**config.mk**
```make
export PLATFORM = sky130hd
export DESIGN_NAME = prefetch_issue_scheduler
export DESIGN_NICKNAME = d
export VERILOG_FILES = /design/src/rtl/prefetch_issue_scheduler.sv
export SDC_FILE = /design/constraint.sdc
export NUM_CORES = 1
export LEC_CHECK = 0
export CORE_AREA = 2 2 224 226
export DETAILED_ROUTE_END_ITERATION = 8
export DIE_AREA = 0 0 226 228
export GPL_TIMING_DRIVEN = 0
export SLEW_MARGIN = 20
export SYNTH_ARGS = -nofsm -noshare
export SYNTH_HDL_FRONTEND = slang
export SYNTH_SLANG_ARGS = --single-unit
```
**constraint.sdc**
```tcl
create_clock -name clock -period 4.56 [get_ports clock]
set_input_delay 0.684 -clock clock [delete_from_list [all_inputs] [get_ports clock]]
set_output_delay 0.684 -clock clock [all_outputs]
set_load 0.03 [all_outputs]
```
**src/rtl/prefetch_issue_scheduler.sv**
```systemverilog
// Next-line prefetch scheduler: expands dcache misses into page-bounded
// line candidates, dedups them, queues them and issues under MSHR/gap limits.
module prefetch_issue_scheduler #(
  parameter int ADDR_W = 40,
  parameter int OFF_W  = 6,
  parameter int PAGE_W = 12,
  parameter int DEPTH  = 4,
  parameter int DEGREE = 2,
  parameter int GAP    = 2
) (
  input  logic              clock,
  input  logic              reset,
  input  logic              io_enable,
  input  logic              io_mshr_avail,
  input  logic              io_req_val,
  input  logic [ADDR_W-1:0] io_req_addr,
  input  logic [1:0]        io_req_coh_state,
  input  logic              io_prefetch_ready,
  output logic              io_prefetch_valid,
  output logic [ADDR_W-1:0] io_prefetch_addr,
  output logic [4:0]        io_prefetch_cmd,
  output logic              io_busy,
  output logic [7:0]        io_drop_cnt
);

  localparam int LW  = ADDR_W - OFF_W;
  localparam int PGB = PAGE_W - OFF_W;
  localparam int PW  = $clog2(DEPTH);
  localparam logic [PW:0] FULL_CNT = (PW+1)'(DEPTH);

  localparam logic [0:0] ST_IDLE = 1'b0;
  localparam logic [0:0] ST_GEN  = 1'b1;

  logic [0:0]    state_q, state_d;
  logic [LW-1:0] line_q, line_d;
  logic          hint_q, hint_d;
  logic [2:0]    k_q, k_d;
  logic [LW-1:0] mem_line_q [DEPTH];
  logic          mem_hint_q [DEPTH];
  logic [PW:0]   wr_q, rd_q;
  logic [3:0]    gap_q;
  logic [7:0]    drop_q;
  logic [LW-1:0] last_q;
  logic          last_vld_q;

  logic [PW:0]   cnt;
  logic [PW-1:0] head;
  logic [PW-1:0] slot_off;
  logic [LW-1:0] cand;
  logic          empty, full, gen, page_ok, hit, dup, push, drop, fire;
  logic          unused_addr;

  assign unused_addr = ^io_req_addr[OFF_W-1:0];

  assign cnt   = wr_q - rd_q;
  assign head  = rd_q[PW-1:0];
  assign empty = (cnt == '0);
  assign full  = (cnt == FULL_CNT);

  assign gen     = (state_q == ST_GEN) && io_enable;
  assign cand    = line_q + LW'(k_q);
  assign page_ok = (cand[LW-1:PGB] == line_q[LW-1:PGB]);

  // Occupied slots only; the head counts even when it pops this cycle.
  always_comb begin
    hit      = 1'b0;
    slot_off = '0;
    for (int i = 0; i < DEPTH; i++) begin
      slot_off = PW'(i) - head;
      if (({1'b0, slot_off} < cnt) && (mem_line_q[i] == cand))
        hit = 1'b1;
    end
  end

  assign dup  = hit || (last_vld_q && (last_q == cand));
  assign push = gen && page_ok && !dup && !full;
  assign drop = gen && page_ok && !dup && full;

  assign io_prefetch_valid = !empty && io_mshr_avail
                           && (gap_q == '0) && io_enable;
  assign fire = io_prefetch_valid && io_prefetch_ready;

  assign io_prefetch_addr = empty ? '0
                          : {mem_line_q[head], OFF_W'(0)};
  assign io_prefetch_cmd  = empty ? 5'h00
                          : (mem_hint_q[head] ? 5'h03 : 5'h02);
  assign io_busy     = (state_q == ST_GEN) || !empty;
  assign io_drop_cnt = drop_q;

  always_comb begin
    state_d = state_q;
    line_d  = line_q;
    hint_d  = hint_q;
    k_d     = k_q;
    if (!io_enable) begin
      state_d = ST_IDLE;
    end else if (io_req_val) begin
      state_d = ST_GEN;
      line_d  = io_req_addr[ADDR_W-1:OFF_W];
      hint_d  = (io_req_coh_state == 2'd3);
      k_d     = 3'd1;
    end else if (state_q == ST_GEN) begin
      k_d = k_q + 3'd1;
      if (k_q == 3'(DEGREE))
        state_d = ST_IDLE;
    end
  end

  always_ff @(posedge clock or negedge reset) begin
    if (!reset) begin
      state_q    <= ST_IDLE;
      line_q     <= '0;
      hint_q     <= 1'b0;
      k_q        <= '0;
      wr_q       <= '0;
      rd_q       <= '0;
      gap_q      <= '0;
      drop_q     <= '0;
      last_q     <= '0;
      last_vld_q <= 1'b0;
      for (int i = 0; i < DEPTH; i++) begin
        mem_line_q[i] <= '0;
        mem_hint_q[i] <= 1'b0;
      end
    end else begin
      state_q <= state_d;
      line_q  <= line_d;
      hint_q  <= hint_d;
      k_q     <= k_d;
      if (!io_enable) begin
        wr_q <= '0;
        rd_q <= '0;
      end else begin
        if (push) begin
          mem_line_q[wr_q[PW-1:0]] <= cand;
          mem_hint_q[wr_q[PW-1:0]] <= hint_q;
          wr_q <= wr_q + 1'b1;
        end
        if (fire)
          rd_q <= rd_q + 1'b1;
      end
      if (fire) begin
        last_q     <= mem_line_q[head];
        last_vld_q <= 1'b1;
        gap_q      <= 4'(GAP);
      end else if (gap_q != '0) begin
        gap_q <= gap_q - 4'd1;
      end
      if (drop && (drop_q != 8'hFF))
        drop_q <= drop_q + 8'd1;
    end
  end

endmodule

```
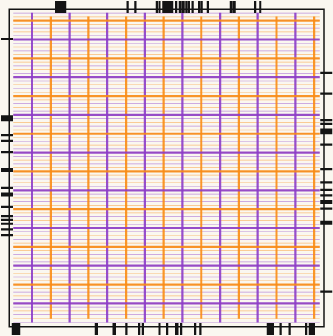
(supply network)
Pins as bars on the die edge.
legend:
  VSS:
    colour: purple
  VDD:
    colour: orange
met4 straps: 16
signal pins: 103

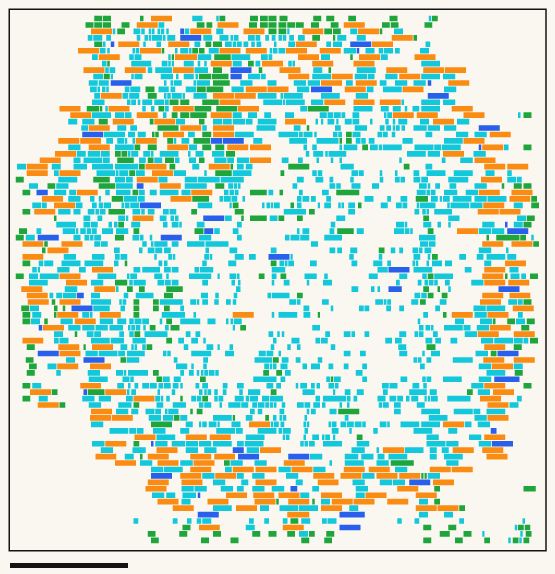
(cell classes on the final placement)
Bar = 50 um.
legend:
  remaining logic cells:
    colour: cyan
    cells: 1178
  registers:
    colour: orange
    cells: 232
  clock drivers and dummy loads:
    colour: blue
    cells: 50
  remaining buffers and delay cells:
    colour: green
    cells: 283

==> flow_metrics.tcl <==
# metrics dict for downstream scripts
set metrics [dict create \
    postCtsHoldBufs 0 \
    critPathRequiredTime_ps 5020 \
    clock_sinks 232 \
    die_w_um 226 \
    syn_avg_cell_area_um2 11.29 \
    maxCapViolCount 0 \
    cts_buffers 28 \
    maxSlewHeadroom 0.1844 \
    yosys_register_bits 232 \
    pwr-share-comb 0.482 \
    p_sw_w 0.004690 \
    cp.arrival_ps 5210 \
    setup_slack_ps -193.8 \
    ys_top_logic_family "multiplexers" \
    status "finished, violations left" \
    rr_worst_depth 18 \
    finalCriticalPeriod_ps 4754 \
    cts_root_buffer "clkbuf_16" \
    setup_violations 136 \
    min_path_type "in2async" \
    xor_area_frac 0.1409 \
    ys_area_um2 16960 \
    largest_register "mem_line_q" \
    grt_pass1_vias 13770 \
    path_max_fanout 10 \
    leakagePower_nw 8.772 \
    synthTopCellsByCount "dfrtp_1, mux2_4, xnor2_1" \
    clkLatencyLatePin_ps 590 \
    yosysMostFrequentCell "dfrtp_1" \
    postCtsSetupBuffers 62 \
    dpl_cell_area_um2 18780 \
    postSynth.asyncResetShare 1.000 \
    yosysUniqueCellTypes 96 \
    coreArea_um2 49350 \
    slowest_delay_ps 580 \
    tool_warnings 40 \
    fp_util 0.3436 \
    drt-initial-drc-count 1276 \
    hpwl_um 55960 \
    simple_gate_share 0.1558 \
    dieArea_um2 51530 \
    clkPwrFrac 0.201 \
    yosys_warnings 0 \
    tightest_slew_ps 1223 \
    layout_top_cells "dfrtp_1, mux2_4, xnor2_1, buf_4" \
    p_seq_w 0.00360 \
    reg_top3 "mem_line_q x136, last_q x34, line_q x34" \
    seqPwrFrac 0.318 \
    ys_cells 1502 \
    layoutNonFillerInstCount 2417 \
    cts_resized 171 \
    wl_um 73720 \
    power_leader "combinational logic" \
    cts_tree "done" \
    setup_tns_ps -20510 \
    htree_num_levels 1 \
    drc 0 \
    failed_checks "setup timing" \
    num_io_pins 103 \
    rsz0062_at_grt "true" \
    die_y_um 228 \
]
-- layout make-up --
cell class                 instances  area [um^2]
antenna                            2        5.005
clock buffer                      37        774.5
clock inverter                    13        146.4
tap                              672        840.8
multi-input combinational       1131        11340
inverter                          47        176.4
timing repair buffer             190         1959
sequential                       232         5808
fill                            4628        27550
buffer                            93        744.5
-- per-stage QoR --
stage | util | total power, W | hold slack [ps]
global placement | 0.3789 | 0.008423 | 452.7
global route | 0.4416 | 0.01175 | 32.26
CTS | 0.4276 | 0.01106 | 15.00
finish | 0.4417 | 0.01134 | 11.65
detailed placement | 0.3806 | 0.008456 | 454.8
floorplan | - | 0.006544 | 388.4
-- per-layer routing --
metal	track usage	share of wire
met1	0.3876	0.43
met2	0.4510	0.46
met3	0.03658	0.059
met5	0	0
met4	0.1055	0.049
Power figures rest on the tool's default switching activity, not on a simulated workload.
